==> src/rtl/risc_pkg.sv <==
// Shared constants and types for the fetch stage.
// Feature macro used by the fetch stage: FETCH_HALT_EN.
package risc_pkg;

  localparam int PC_W    = 8;
  localparam int INSTR_W = 16;

  localparam logic [INSTR_W-1:0] NOP_WORD = 16'h0000;

  // Opcode field position within an instruction word
  localparam int OPC_MSB = 15;
  localparam int OPC_LSB = 12;

  typedef enum logic [1:0] {
    ST_RUN   = 2'd0,
    ST_STALL = 2'd1,
    ST_HALT  = 2'd2
  } fetch_state_t;

  typedef enum logic [1:0] {
    PC_HOLD     = 2'd0,
    PC_INC      = 2'd1,
    PC_REDIRECT = 2'd2
  } pc_sel_t;

  function automatic logic [OPC_MSB-OPC_LSB:0] opcode_of(input logic [INSTR_W-1:0] instr);
    return instr[OPC_MSB:OPC_LSB];
  endfunction

endpackage

==> src/rtl/fetch_pc_gen.sv <==
// Program counter register: holds, increments (wrapping modulo 2^PC_W) or
// loads a redirect target. Redirect has priority over increment.
module fetch_pc_gen
  import risc_pkg::*;
#(
  parameter int              PC_W     = risc_pkg::PC_W,
  parameter logic [PC_W-1:0] RESET_PC = '0
) (
  input  logic            clk,
  input  logic            rst_n,
  input  logic            advance,
  input  logic            load,
  input  logic [PC_W-1:0] load_pc,
  output logic [PC_W-1:0] pc
);

  pc_sel_t         sel;
  logic [PC_W-1:0] pc_next;

  always_comb begin
    sel = PC_HOLD;
    if (load) begin
      sel = PC_REDIRECT;
    end else if (advance) begin
      sel = PC_INC;
    end
  end

  always_comb begin
    pc_next = pc;
    case (sel)
      PC_REDIRECT: pc_next = load_pc;
      // Natural truncation gives the wrap from all-ones back to zero
      PC_INC:      pc_next = pc + {{(PC_W-1){1'b0}}, 1'b1};
      default:     pc_next = pc;
    endcase
  end

  always_ff @(posedge clk or negedge rst_n) begin
    if (!rst_n) begin
      pc <= RESET_PC;
    end else begin
      pc <= pc_next;
    end
  end

endmodule

==> src/rtl/instruction_fetch.sv <==
// Fetch stage: drives pc to instruction memory, registers the returned word
// with its address, and offers it to decode. Optional halt on zero word: FETCH_HALT_EN.
//
// Handshake: a word transfers on a rising edge where out_valid=1 and
// out_ready=1; out_valid/out_instr/out_pc never change while out_valid=1
// and out_ready=0, except that redirect_valid flushes the word unconditionally.
module instruction_fetch
  import risc_pkg::*;
#(
  parameter int                 PC_W     = risc_pkg::PC_W,
  parameter int                 INSTR_W  = risc_pkg::INSTR_W,
  parameter logic [PC_W-1:0]    RESET_PC = '0
) (
  input  logic               clk,
  input  logic               rst_n,
  input  logic               fetch_en,
  output logic [PC_W-1:0]    pc,
  input  logic [INSTR_W-1:0] mem_instr,
  output logic               out_valid,
  input  logic               out_ready,
  output logic [INSTR_W-1:0] out_instr,
  output logic [PC_W-1:0]    out_pc,
  input  logic               redirect_valid,
  input  logic [PC_W-1:0]    redirect_pc,
  output logic               halted,
  output logic [15:0]        fetch_count
);

  fetch_state_t state;
  fetch_state_t state_next;
  logic         capture;
  logic         consume;
  logic         halt_trigger;

  fetch_pc_gen #(
    .PC_W     (PC_W),
    .RESET_PC (RESET_PC)
  ) u_pc_gen (
    .clk     (clk),
    .rst_n   (rst_n),
    .advance (capture),
    .load    (redirect_valid),
    .load_pc (redirect_pc),
    .pc      (pc)
  );

  // FSM: state register
  always_ff @(posedge clk or negedge rst_n) begin
    if (!rst_n) begin
      state <= ST_RUN;
    end else begin
      state <= state_next;
    end
  end

  // FSM: next state
  always_comb begin
    state_next = state;
    if (redirect_valid) begin
      state_next = ST_RUN;
    end else begin
      case (state)
        ST_RUN: begin
          if (halt_trigger) begin
            state_next = ST_HALT;
          end else if (out_valid && !out_ready) begin
            state_next = ST_STALL;
          end
        end
        ST_STALL: begin
          if (out_ready) begin
            state_next = halt_trigger ? ST_HALT : ST_RUN;
          end
        end
`ifdef FETCH_HALT_EN
        ST_HALT: state_next = ST_HALT;
`endif
        default: state_next = ST_RUN;
      endcase
    end
  end

  // FSM: outputs and control strobes
  always_comb begin
`ifdef FETCH_HALT_EN
    halted       = (state == ST_HALT);
`else
    halted       = 1'b0;
`endif
    capture      = fetch_en & ~halted & (~out_valid | out_ready) & ~redirect_valid;
    consume      = out_valid & out_ready;
`ifdef FETCH_HALT_EN
    halt_trigger = capture & (mem_instr == NOP_WORD);
`else
    halt_trigger = 1'b0;
`endif
  end

  always_ff @(posedge clk or negedge rst_n) begin
    if (!rst_n) begin
      out_valid   <= 1'b0;
      out_instr   <= '0;
      out_pc      <= '0;
      fetch_count <= '0;
    end else if (redirect_valid) begin
      out_valid <= 1'b0;
    end else if (capture) begin
      out_valid <= 1'b1;
      out_instr <= mem_instr;
      out_pc    <= pc;
      if (fetch_count != 16'hFFFF) begin
        fetch_count <= fetch_count + 16'd1;
      end
    end else if (consume) begin
      out_valid <= 1'b0;
    end
  end

endmodule

==> config.mk <==
export PLATFORM = sky130hd
export DESIGN_NAME = instruction_fetch
export DESIGN_NICKNAME = d
export VERILOG_FILES = /design/src/rtl/risc_pkg.sv /design/src/rtl/fetch_pc_gen.sv /design/src/rtl/instruction_fetch.sv
export SDC_FILE = /design/constraint.sdc
export NUM_CORES = 1
export LEC_CHECK = 0
export CAP_MARGIN = 20
export CORE_ASPECT_RATIO = 1.4
export CORE_MARGIN = 5
export CORE_UTILIZATION = 40
export CTS_BUF_LIST = sky130_fd_sc_hd__clkbuf_8
export CTS_CLUSTER_DIAMETER = 80
export DETAILED_ROUTE_END_ITERATION = 8
export HOLD_SLACK_MARGIN = 0.05
export PLACE_DENSITY = 0.69
export SYNTH_ARGS = -nofsm -noshare
export SYNTH_HDL_FRONTEND = slang
export SYNTH_HIERARCHICAL = 1
export SYNTH_SLANG_ARGS = --single-unit
export TNS_END_PERCENT = 100
==> constraint.sdc <==
create_clock -name clk -period 2.35 [get_ports clk]
set_input_delay 0.235 -clock clk [delete_from_list [all_inputs] [get_ports clk]]
set_output_delay 0.235 -clock clk [all_outputs]
set_load 0.005 [all_outputs]
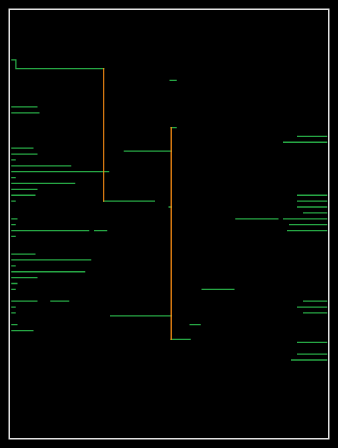
(routed metal, one colour a layer)
Two of the layers only.
legend:
  metal 3:
    colour: green
    wire_length: 369 um
  metal 4:
    colour: orange
    wire_length: 79.6 um

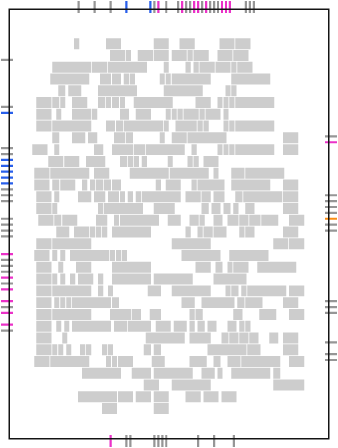
(pin placement)
Pins as bars across the die edge, other pins in grey.
legend:
  `pc`:
    colour: blue
    pins: 8
    direction: output
    edge: 6 left, 2 top
  `mem_instr`:
    colour: magenta
    pins: 16
    direction: input
    edge: 8 top, 6 left, 1 bottom, 1 right
  `fetch_en`:
    colour: orange
    pins: 1
    direction: input
    edge: right

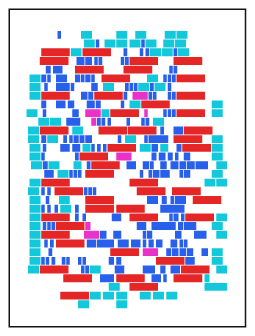
(cell classes on the final placement)
legend:
  clock drivers and dummy loads:
    colour: magenta
    cells: 8
    share_of_their_area: 2.6%
  remaining buffers and delay cells:
    colour: cyan
    cells: 83
    share_of_their_area: 26%
  combinational and other logic:
    colour: blue
    cells: 178
    share_of_their_area: 32%
  sequential cells:
    colour: red
    cells: 49
    share_of_their_area: 39%
core area: 0.00549 mm2
fin util: 58.5%
fraction of area in registers: 38.2%
Finished Cell Area: 0.00321 mm2

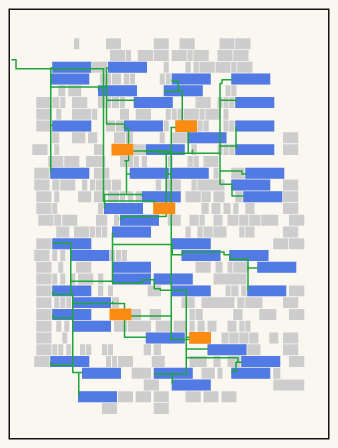
(clock distribution)
legend:
  clock wires:
    colour: green
    length: 597 um
  clock drivers:
    colour: orange
    count: 5
  flip-flops:
    colour: blue
    count: 49
routed clock nets: 6
worst skew pair latency: 300 ps
Clock group: 477 uW
Clock Skews: 10.4 ps

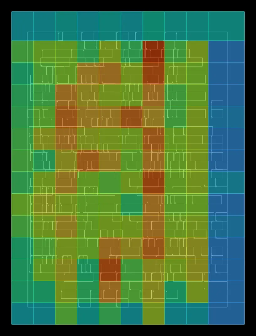
(routing congestion map)
global-route total usage across every layer: 15.0%
met1 GRT Util: 18.2%

==> results.cfg <==
; generated from flow reports
[setup_path]
worst_path_max_delay_cell = nor3_1
endpoint = fetch_count[15]
cp.arrival_ps = 1990
rrSetupSlack_ps = 530
critPathMaxStageDelay_ps = 530
regToRegStartpoint = fetch_count[0]
critPathLaunchType = flip-flop
path_cells = ha_1 -> nand3_2 -> nor3_1 -> nor4_1 -> xor2_1
cp.depth = 5
crit_type = reg -> reg
cp-startpoint = fetch_count[0]
reg2reg_depth = 5
r2r-end = fetch_count[15]
worstPathRequired_ps = 2520
path_max_fanout = 7
path_buffers = 0
worst_path_dominant_cell_family = simple AND/OR/NAND/NOR gates
worst_setup_path_end_kind = flip-flop

[logic_synthesis]
synth_async_sr_flop_share_pct = 100
synthTopCellsByCount = nand2_1, dfrtp_1, xor2_1, nand4_1, nor3_1
top_area_share_pct = 54.3
fa_ha_area_share_pct = 1.11
ys_warn_count = 6
yosysChipArea_mm2 = 0.00226
logic_family = simple AND/OR/NAND/NOR gates
syn_inst = 235
top_cell = nand2_1
syn_nets = 266
yosys.stat.seqShare_pct = 54.3
ys_types = 40
synth.cellmix.compoundShare_pct = 3.32
synthMuxAreaShare_pct = 3.49
synthSimpleGateAreaFrac_pct = 30.8
ys.flops = 49
synthesis.area_mm2 = 0.00226
ys_sh_xor_pct = 4.65
yosys-top-cells-area = dfrtp_1, nand2_1, xor2_1
flop_cell = dfrtp_1
ys_cells = 235
synth_top_cell_by_area = dfrtp_1
edf_count = 0
avgSynthCellArea_um2 = 9.61

[sta]
rsz0062_at_grt = no
hold_ws_ps = 434
final.setup.tns_ps = 0
max_freq_mhz = 549
hold_viol = 0
max-slew-margin-rel_pct = 63.5
final.period_utilization_pct = 77.5
period_minus_slack_ps = 1820
worstMarginPinSlew_ps = 544
slew_violations = 0
fin_ws_ps = 529
setup-violations-final = 0

[grt]
grt.overflow.total = 0
grt_pass1_vias = 1848
grt_max_degree = 50
busiest_layer = met2
grt_pass1_wl_um = 8560
grt_use_met3_pct = 4.08
antenna_found_initial = 0
use_met2_pct = 25.1

[finish]
n_all_buffers = 83
final_cell_mix = nand2_1, clkdlybuf4s50_1, dfrtp_1, xor2_1, nand4_1
buf_share_pct = 25.7
nonClockInverterCount = 2
area_growth_syn_to_layout_pct = 42.2
instances_no_fill = 386
lay_top_count = nand2_1
dominant_cells = registers
clock_buffers = 5
comb_cells = 176
drive_gt1_share_pct = 9.12
combGateArea_um2 = 983
sh_comb_area_pct = 30.6
finalNetCount = 348
clkCellAreaFrac_pct = 2.57
design.seq.count = 49
fill_cells = 483
ff_latch_area_mm2 = 0.00123
num_antenna_cells = 0
reg_top3 = fetch_count: 16 flops, out_instr: 16 flops

[power_and_ir_drop]
p_comb_share_pct = 26.0
pwr.group.combinational_uw = 559
swShare_pct = 28.9
power.group.top = registers
power.total_uw = 2150
powerSeq_uw = 1110
leakage_uw = 0.00146
p_sw_uw = 620
power_frac_seq_pct = 51.7
powerDensity_mw_per_mm2 = 669
internal_power_uw = 1530
clkPwrFrac_pct = 22.2
vdd.ir_drop.worst_mv = 0.349

[cts]
cts_htree_levels = 2
path_clk_slew_ps = 90
cts_buffers = 5
clock_path_buffers = 2
clockRootBuffer = clkbuf_8
holdBufCountCts = 1
cts_resized = 0
post-cts-setup-buffers = 0
cts_tree = yes
cts.sinks = 49

[routing]
dr.max_layer_used = met4
wl_met2_um = 2670
met3WireLength_um = 368
vias = 1922
ant_nets = 0
dr.pass1.iters = 4
routed_wl_um = 5350
drt_iter0_markers = 65
viasPerCell = 4.98
met1_length_um = 2230
drcViolationCount = 0
avgRoutedWirePerCell_um = 13.9

[floorplan]
rows = 32
nWellTaps = 68
die_x_um = 73.5
ioPinCount = 79
chip_area_mm2 = 0.00727
fp.dieH_um = 98.9
fp-utilization_pct = 41.2

[placement]
place_ws_ps = 325
place_congestion = 0.776
portBuffers = 77
dp.cells = 377
place_area_mm2 = 0.00312
hpwl_um = 3910

[run]
cap_viol_max_count = 0
tool_warnings = 26

[worst_hold_path]
hp-class = in -> async

[status]
run_status = completed
Power figures rest on the tool's default switching activity, not on a simulated workload.
